### Power grid, run 1

Scale bar: 50 microns. Pins as bars on the die edge.
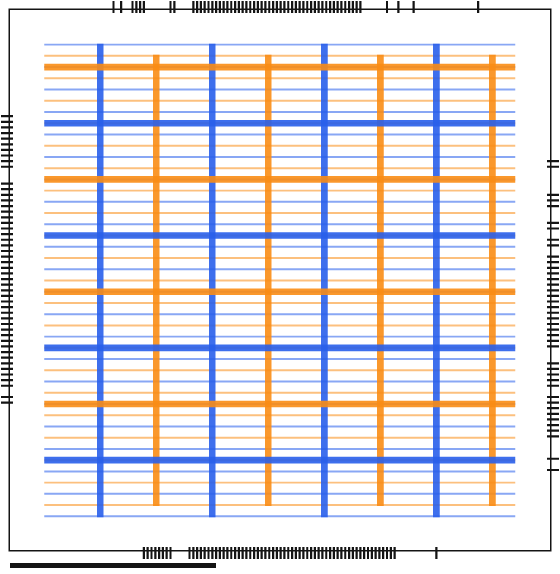
### Cell classes on the final placement, run 1

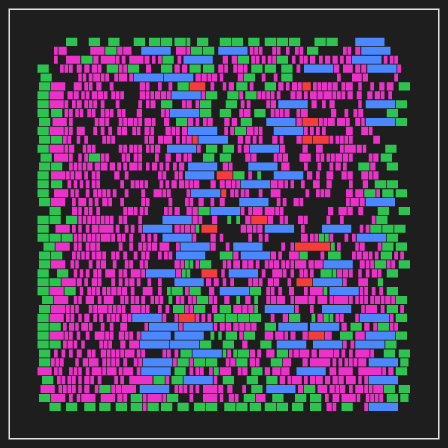
### Clock wires, drivers and flops, run 1

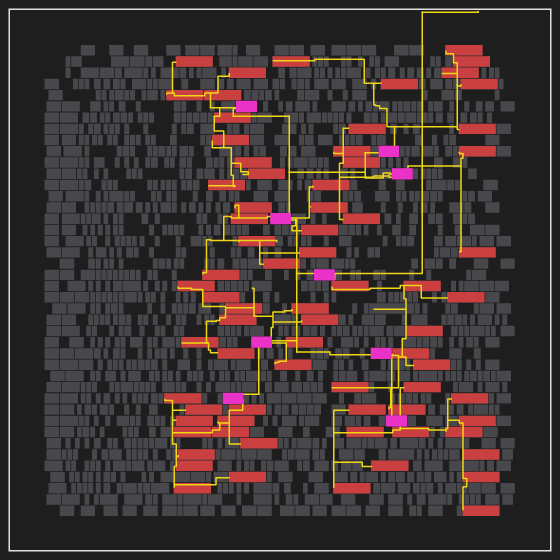
### Routed metal, one colour a layer, run 1

Scale bar: 50 microns.
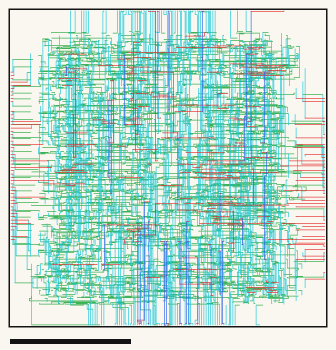
<file path="src/rtl/address_gen_unit_if.sv">
// Bus bundle between an address generator and its requester/memory side.
// The slave modport is the generator's view; master is the driving side.
interface address_gen_unit_if #(
    parameter int unsigned AW        = 32,
    parameter int unsigned MAX_BEATS = 8,
    parameter int unsigned BW        = $clog2(MAX_BEATS + 1)
) ();
    logic          start;
    logic [1:0]    addr_sel;
    logic [1:0]    size;
    logic [BW-1:0] burst_len;
    logic          calc_en;
    logic [AW-1:0] next_pc;
    logic [AW-1:0] reg_a;
    logic [AW-1:0] a_op;
    logic [AW-1:0] b_op;
    logic          bus_ready;

    logic          bus_valid;
    logic [AW-1:0] address;
    logic [1:0]    data_select;
    logic          beat_last;
    logic [AW-1:0] calculated_address;
    logic          busy;
    logic          misalign;

    modport slave (
        input  start, addr_sel, size, burst_len, calc_en,
        input  next_pc, reg_a, a_op, b_op, bus_ready,
        output bus_valid, address, data_select, beat_last,
        output calculated_address, busy, misalign
    );

    modport master (
        output start, addr_sel, size, burst_len, calc_en,
        output next_pc, reg_a, a_op, b_op, bus_ready,
        input  bus_valid, address, data_select, beat_last,
        input  calculated_address, busy, misalign
    );
endinterface

</file>
<file path="src/rtl/address_gen_unit.sv">
// Burst address generator: selects a base, checks alignment, then issues
// incrementing beat addresses under a valid/ready handshake.
module address_gen_unit #(
    parameter int unsigned AW        = 32,
    parameter int unsigned MAX_BEATS = 8,
    parameter int unsigned BW        = $clog2(MAX_BEATS + 1)
) (
    input logic                 clk,
    input logic                 reset,
    address_gen_unit_if.slave   bus
);

    typedef enum logic [1:0] {
        IDLE  = 2'd0,
        ISSUE = 2'd1,
        FAULT = 2'd2
    } state_t;

    state_t        r_state;
    state_t        w_next_state;

    logic [AW-1:0] r_address;
    logic [BW-1:0] r_beats_left;
    logic [1:0]    r_size;
    logic          r_misalign;
    logic [AW-1:0] r_calc;

    logic [AW-1:0] w_sum;
    logic [AW-1:0] w_base;
    logic [1:0]    w_size_eff;
    logic          w_misalign;
    logic [BW-1:0] w_eff_len;
    logic [AW-1:0] w_incr;
    logic          w_load;
    logic          w_advance;
    logic          w_fault;

    assign w_sum = bus.a_op + bus.b_op;

    always_comb begin
        w_base = bus.next_pc;
        case (bus.addr_sel)
            2'd1:    w_base = bus.reg_a;
            2'd2:    w_base = w_sum;
            default: w_base = bus.next_pc;
        endcase
    end

    assign w_size_eff = (bus.size == 2'd3) ? 2'd2 : bus.size;

    always_comb begin
        w_misalign = 1'b0;
        if (w_size_eff == 2'd1)
            w_misalign = w_base[0];
        else if (w_size_eff == 2'd2)
            w_misalign = (w_base[1:0] != 2'b00);
    end

    // A zero length still issues one beat; oversize lengths saturate.
    always_comb begin
        w_eff_len = bus.burst_len;
        if (bus.burst_len == '0)
            w_eff_len = BW'(1);
        else if (bus.burst_len > BW'(MAX_BEATS))
            w_eff_len = BW'(MAX_BEATS);
    end

    // Stride uses the size captured at start so mid-burst size changes are ignored.
    assign w_incr = {{(AW-1){1'b0}}, 1'b1} << r_size;

    always_ff @(posedge clk or posedge reset) begin
        if (reset)
            r_state <= IDLE;
        else
            r_state <= w_next_state;
    end

    always_comb begin
        w_next_state = r_state;
        w_load       = 1'b0;
        w_advance    = 1'b0;
        w_fault      = 1'b0;
        case (r_state)
            IDLE: begin
                if (bus.start) begin
                    if (w_misalign) begin
                        w_fault      = 1'b1;
                        w_next_state = FAULT;
                    end else begin
                        w_load       = 1'b1;
                        w_next_state = ISSUE;
                    end
                end
            end
            ISSUE: begin
                if (bus.bus_ready) begin
                    if (r_beats_left == '0)
                        w_next_state = IDLE;
                    else
                        w_advance = 1'b1;
                end
            end
            FAULT: begin
                w_next_state = IDLE;
            end
            default: begin
                w_next_state = IDLE;
            end
        endcase
    end

    always_ff @(posedge clk or posedge reset) begin
        if (reset) begin
            r_address    <= '0;
            r_beats_left <= '0;
            r_size       <= '0;
            r_misalign   <= 1'b0;
        end else begin
            if (w_load) begin
                r_address    <= w_base;
                r_beats_left <= w_eff_len - BW'(1);
                r_size       <= w_size_eff;
                r_misalign   <= 1'b0;
            end else if (w_advance) begin
                r_address    <= r_address + w_incr;
                r_beats_left <= r_beats_left - BW'(1);
            end
            if (w_fault)
                r_misalign <= 1'b1;
        end
    end

    always_ff @(posedge clk or posedge reset) begin
        if (reset)
            r_calc <= '0;
        else if (bus.calc_en)
            r_calc <= w_sum;
    end

    assign bus.bus_valid          = (r_state == ISSUE);
    assign bus.busy               = (r_state != IDLE);
    assign bus.beat_last          = (r_state == ISSUE) && (r_beats_left == '0);
    assign bus.address            = r_address;
    assign bus.data_select        = r_address[1:0];
    assign bus.calculated_address = r_calc;
    assign bus.misalign           = r_misalign;

endmodule

</file>
<file path="src/flat_wrapper.sv">
// flat-port wrapper written by rule: the top's interface ports become plain ports
module address_gen_unit_flat 
#(
    parameter int unsigned AW        = 32,
    parameter int unsigned MAX_BEATS = 8,
    parameter int unsigned BW        = $clog2(MAX_BEATS + 1)
)
  (clk, reset, bus_start, bus_addr_sel, bus_size, bus_burst_len, bus_calc_en, bus_next_pc, bus_reg_a, bus_a_op, bus_b_op, bus_bus_ready, bus_bus_valid, bus_address, bus_data_select, bus_beat_last, bus_calculated_address, bus_busy, bus_misalign);
  address_gen_unit_if #(.AW(AW), .MAX_BEATS(MAX_BEATS), .BW(BW)) bus_i ();
  input logic clk;
  input logic reset;
  input wire logic [$bits(bus_i.start)-1:0] bus_start;
  input wire logic [$bits(bus_i.addr_sel)-1:0] bus_addr_sel;
  input wire logic [$bits(bus_i.size)-1:0] bus_size;
  input wire logic [$bits(bus_i.burst_len)-1:0] bus_burst_len;
  input wire logic [$bits(bus_i.calc_en)-1:0] bus_calc_en;
  input wire logic [$bits(bus_i.next_pc)-1:0] bus_next_pc;
  input wire logic [$bits(bus_i.reg_a)-1:0] bus_reg_a;
  input wire logic [$bits(bus_i.a_op)-1:0] bus_a_op;
  input wire logic [$bits(bus_i.b_op)-1:0] bus_b_op;
  input wire logic [$bits(bus_i.bus_ready)-1:0] bus_bus_ready;
  output wire logic [$bits(bus_i.bus_valid)-1:0] bus_bus_valid;
  output wire logic [$bits(bus_i.address)-1:0] bus_address;
  output wire logic [$bits(bus_i.data_select)-1:0] bus_data_select;
  output wire logic [$bits(bus_i.beat_last)-1:0] bus_beat_last;
  output wire logic [$bits(bus_i.calculated_address)-1:0] bus_calculated_address;
  output wire logic [$bits(bus_i.busy)-1:0] bus_busy;
  output wire logic [$bits(bus_i.misalign)-1:0] bus_misalign;
  assign bus_i.start = bus_start;
  assign bus_i.addr_sel = bus_addr_sel;
  assign bus_i.size = bus_size;
  assign bus_i.burst_len = bus_burst_len;
  assign bus_i.calc_en = bus_calc_en;
  assign bus_i.next_pc = bus_next_pc;
  assign bus_i.reg_a = bus_reg_a;
  assign bus_i.a_op = bus_a_op;
  assign bus_i.b_op = bus_b_op;
  assign bus_i.bus_ready = bus_bus_ready;
  assign bus_bus_valid = bus_i.bus_valid;
  assign bus_address = bus_i.address;
  assign bus_data_select = bus_i.data_select;
  assign bus_beat_last = bus_i.beat_last;
  assign bus_calculated_address = bus_i.calculated_address;
  assign bus_busy = bus_i.busy;
  assign bus_misalign = bus_i.misalign;
  address_gen_unit #(.AW(AW), .MAX_BEATS(MAX_BEATS), .BW(BW)) u_core (.clk(clk), .reset(reset), .bus(bus_i));
endmodule
</file>
<file path="config.mk">
export PLATFORM = sky130hd
export DESIGN_NAME = address_gen_unit_flat
export DESIGN_NICKNAME = d
export VERILOG_FILES = /design/src/rtl/address_gen_unit_if.sv /design/src/rtl/address_gen_unit.sv /design/src/flat_wrapper.sv
export SDC_FILE = /design/constraint.sdc
export NUM_CORES = 1
export LEC_CHECK = 0
export ABC_AREA = 1
export ABC_CLOCK_PERIOD_IN_PS = 3870
export CAP_MARGIN = 0
export CORE_MARGIN = 8
export CORE_UTILIZATION = 53
export CTS_BUF_LIST = sky130_fd_sc_hd__clkbuf_4 sky130_fd_sc_hd__clkbuf_8
export CTS_CLUSTER_SIZE = 16
export DETAILED_ROUTE_END_ITERATION = 7
export GPL_TIMING_DRIVEN = 0
export PLACE_DENSITY = 0.89
export RECOVER_POWER = 100
export SETUP_SLACK_MARGIN = 0.15
export SLEW_MARGIN = 20
export SYNTH_ARGS = -nofsm -noshare
export SYNTH_HDL_FRONTEND = slang
export SYNTH_SLANG_ARGS = --single-unit
</file>
<file path="constraint.sdc">
create_clock -name clk -period 3.87 [get_ports clk]
set_input_delay 0.774 -clock clk [delete_from_list [all_inputs] [get_ports clk]]
set_output_delay 0.774 -clock clk [all_outputs]
set_load 0.01 [all_outputs]
</file>
==> metrics.yaml, run 1 <==
drc: 0
cts_tree: "done"
finalHoldViolCount: 0
crit_top_cell: "a21oi_1"
grt_overflow: 0
p_sw_share_pct: 46.22
route.met2.wl_microns: 12760
synth-seq-cells: 73
flops: 73
clockBufferDepth: 2
fin_crit_sh_pct: 89.78
clkCellAreaFrac_pct: 2.046
ctsHoldBuffers: 0
dp.cells: 1540
ios: 211
drv_cap: 0
ys_top_cells_by_count: "413 x nand2_1, 138 x inv_1, 125 x nor2_1, 93 x a21oi_1, 78 x nand3_1"
dp_hpwl_microns: 21690
cp_slowest_cell: "dlygate4sd3_1"
inverters_excl_clock: 145
maxSlewHeadroom_pct: 2.969
nClkBuffers: 10
lay_top_cells: "415 x nand2_1, 138 x inv_1, 135 x clkdlybuf4s50_1"
top_cell: "nand2_1"
port_buffers: 209
ff_type: "dfrtp_1"
finalNonFillerCells: 1555
clkTransAtPathRegs_ns: 0.08
holdCritPathClass: "flop to flop"
syn_inst: 1154
dr.pass1.iters: 5
finalWeightedCongestion: 1.004
status: "complete, no violations"
edf_count: 0
finalNetCount: 1556
yosys.stat.chipArea_sq_mm: 0.006983
synthToLayoutAreaGrowth_pct: 35.76
ctsHtreeMaxLevel: 3
cts-root-buf: "clkbuf_8"
top_cells_by_area: "dfrtp_1 26%, nand2_1 22%, inv_1 7.4%, ha_1 6.8%, nor2_1 6.7%"
fill_cells: 1153
place_area_sq_mm: 0.009325
synth_top_area_share_pct: 26.16
yosysTopAreaCell: "dfrtp_1"
ant_nets: 0
dp_slack_ns: 0.4436
combPwrFrac_pct: 55.2
fp_nets: 1335
crit_arrival_ns: 3.75
-- 'Power grid' (at the start) --
| net | colour |
|---|---|
| VSS | blue |
| VDD | orange |
met5 straps: 8
signal pins: 211
die height: 130.8 microns
IR drop worst, VDD: 0.0002092 V
Core Area: 0.01303 sq mm
Die X: 130.8 microns

-- 'Cell classes on the final placement' (at the start) --
| class | colour | cells | share of their area |
|---|---|---|---|
| remaining buffers and delay cells | green | 243 | 24% |
| sequential cells | blue | 73 | 20% |
| combinational and other logic | magenta | 1048 | 54% |
| clock drivers and dummy loads | red | 15 | 2.1% |
Final Core Density: 72.74%
sequential cell area share: 19.27%
Post-Layout Inst Area: 0.009480 sq mm
# rows: 42

-- 'Clock wires, drivers and flops' (at the start) --
[clock wires] yellow | length: 1050 microns
[flip-flops] red | count: 73
[clock drivers] magenta | count: 9
routed clock nets: 10
clock-net power: 0.618 mW
Final Skew: 0.005756 ns

-- 'Routed metal, one colour a layer' (at the start) --
| layer | colour | wire length |
|---|---|---|
| metal 4 | blue | 1220 microns |
| metal 3 | red | 1700 microns |
| metal 2 | cyan | 12800 microns |
| metal 1 | green | 10600 microns |

## run 1: power by group through the flow
| stage | clock network [mW] | logic, mW | registers, mW |
|---|---|---|---|
| 5_1_grt | 0.651 | 2.65 | 1.35 |
| 3_5_place_dp | 0 | 2.45 | 1.32 |
| 6_report | 0.618 | 2.39 | 1.32 |
| 2_1_floorplan | 0 | 1.35 | 1.34 |
| 4_1_cts | 0.616 | 2.47 | 1.31 |
| 3_3_place_gp | 0 | 2.40 | 1.32 |
## run 1: path summary, 6_finish.rpt
check / start / endpoint / slack [ns] / cells past startpoint
setup / recovery: bus_b_op[0] / u_core.bus.address[24] / 0.40 / 11
hold / removal: u_core.bus.calculated_address[6] / u_core.bus.calculated_address[6] / 0.48 / 2
setup reg to reg: u_core.r_size[1] / u_core.bus.address[26] / 1.14 / 15
hold reg to reg: u_core.bus.calculated_address[6] / u_core.bus.calculated_address[6] / 0.48 / 2
max in group asynchronous: reset / u_core.bus.calculated_address[31] / 1.01 / 3
min in group asynchronous: reset / u_core.bus.address[2] / 0.99 / 2
## run 1: worst register-to-register path: stages, from the launching register on
cell and delay, ns:
dfrtp_1 0.42, nor2_1 0.12, ha_1 0.22, inv_1 0.08
fa_1 0.40, inv_1 0.07, nand3_1 0.08, nand2_2 0.12
nand3_4 0.12, nor2_4 0.21, nand2_2 0.09, nor2_2 0.20
nand3_1 0.10, a21oi_1 0.14, o21ai_0 0.12, a21oi_1 0.17
## run 1: logic make-up (layout without fill, tap and decap cells)
kind of cell,count (synthesis),after routing,synth area share (%)
simple gates,671,671,39.81
buf+inv,178,403,10.20
compound gates,164,164,12.94
flops,73,73,26.16
fa+ha+maj,40,40,7.382
xor+xnor,28,28,3.512
### Routing congestion, run 1

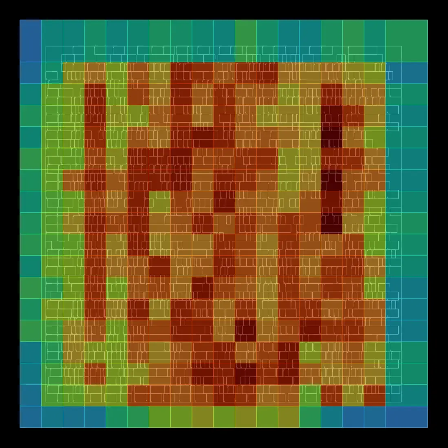

==> inputs of run 2 (changes only) <==
Settings changed: ABC_AREA 1 to not set, CORE_UTILIZATION 53 to 51, HOLD_SLACK_MARGIN set to 0.05, PLACE_DENSITY 0.89 to 0.9, SKIP_CTS_REPAIR_TIMING set to 1.
### Routing congestion, run 2

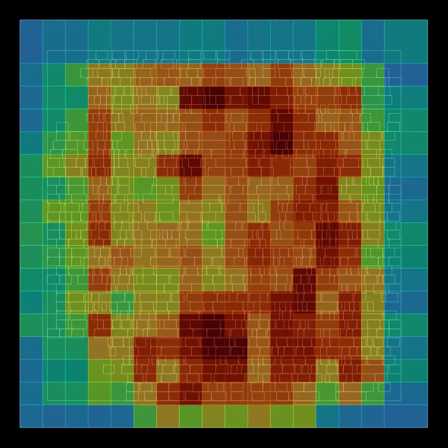
total track usage: 27.37%
GR peak layer: met2

### Clock wires, drivers and flops, run 2

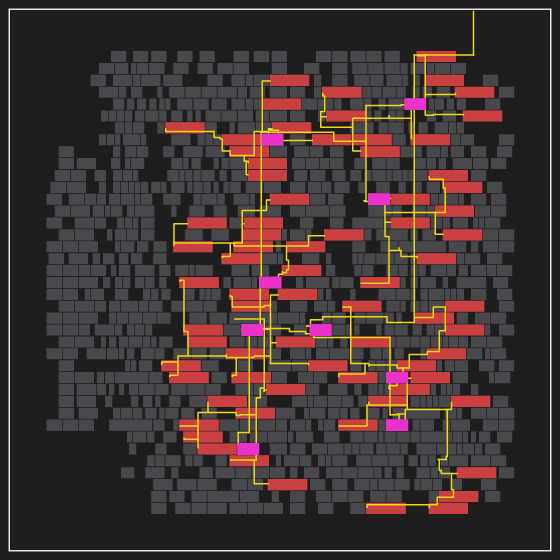
[flip-flops] red | count: 73
[clock wires] yellow | length: 989 microns
[clock drivers] magenta | count: 9
routed clock nets: 10

==> run 2 against run 1 <==
Net effect: hold slack improved by 0.0019 ns; synthesized cell count decreased by 44%; fmax down 5.9%; setup slack lost 0.22 ns.
==> metrics.yaml, run 2 <==
grt_overflow: 0  # unchanged
fp_nets: 823  # -38%
skew_ns: 0.006698  # +0.0009414 ns
inverters_excl_clock: 24  # -83%
maxSlewHeadroom_pct: 3.516  # +0.55 points
peakVddDrop_v: 0.0003967  # +90%
ys_top_cells_by_count: "73 x dfrtp_1, 42 x nand2_1, 38 x a21oi_1, 38 x ha_1, 33 x o21ai_0"
synth-seq-cells: 73  # unchanged
combPwrFrac_pct: 50.5  # -4.7 points
dp.cells: 995  # -35%
r2r_slack_ns: 0.91  # -0.23 ns
top_cells_by_area: "dfrtp_1 31%, ha_1 8.1%, mux2_2 5.9%, xor2_1 4.2%, xnor2_1 3.6%"
dp_hpwl_microns: 17490  # -19%
syn_inst: 642  # -44%
clockBufferDepth: 2  # unchanged
ant_nets: 0  # unchanged
holdCritPathClass: "flop to flop"
dr.pass1.iters: 6  # +1
worst-r2r-cell-count: 14  # -1
lay_top_cells: "130 x clkdlybuf4s50_1, 74 x dlygate4sd3_1, 73 x dfrtp_1"
status: "complete, no violations"
clkTransAtPathRegs_ns: 0.08  # about the same
r2r-end: "u_core.bus.address[30]"
drv_cap: 0  # unchanged
aoi_share_pct: 24.51  # +12 points
flops: 73  # unchanged
yosys.stat.chipArea_sq_mm: 0.005897  # -16%
port_buffers: 209  # unchanged
holdPathEnd: "u_core.bus.calculated_address[29]"
p_sw_share_pct: 39.02  # -7.2 points
run 2: cell types whose count changed after synthesis, sizes merged, moves of 9 or more:
cell    change
a21oi      -53
nand2     -374
inv       -120
a211oi     +17
nand3      -52
and3       +15
a221oi     +18
xnor2      +15
mux2       +31
nor2       -98
a21o       +15
xor2        +9
run 2: how the worst max path moves through the flow:
stage | start | to | depth (start not counted)
6_report | bus_a_op[0] | u_core.r_beats_left[2] | 17
5_1_grt | bus_a_op[0] | u_core.r_beats_left[2] | 17
4_1_cts | bus_b_op[0] | u_core.r_beats_left[2] | 17
3_5_place_dp | bus_a_op[0] | u_core.r_beats_left[2] | 17
3_3_place_gp | bus_b_op[0] | u_core.r_beats_left[2] | 17
2_1_floorplan | bus_b_op[0] | u_core.r_beats_left[2] | 16
run 2: through the flow:
step                total power, mW  setup WS (ns)  cell area, sq um  utilization, %  TNS, ns
floorplan                     2.441         0.2999              5897               -        0
global placement              3.446        -0.6103              8168           71.84   -1.172
detailed placement            3.538        -0.6817              8190           72.04   -2.276
CTS                           4.286        -0.3311              8433           74.17  -0.4707
global route                  4.438        0.08969              8479           74.58        0
finish                        4.215         0.1790              8479           74.58        0
run 2: cells by family after synthesis:
group                    after synthesis
buffers and inverters                 59
multiplexers                          33
adder cells (fa/ha/maj)               40
AND/OR/NAND/NOR                      187
flip-flops                            73
AND-OR/OR-AND                        198
XOR/XNOR                              52
run 2: metal layers:
layer | GRT usage (%) | vias up | wire length, microns
met2 | 45.25 | 385 | 10590
met1 | 32.39 | 3055 | 8402
met3 | 4.840 | 85 | 1730
met4 | 17.38 | 0 | 1104
li1 | - | 2844 | -
met5 | 0 | - | 0
Power is estimated from default activity; no workload was simulated.
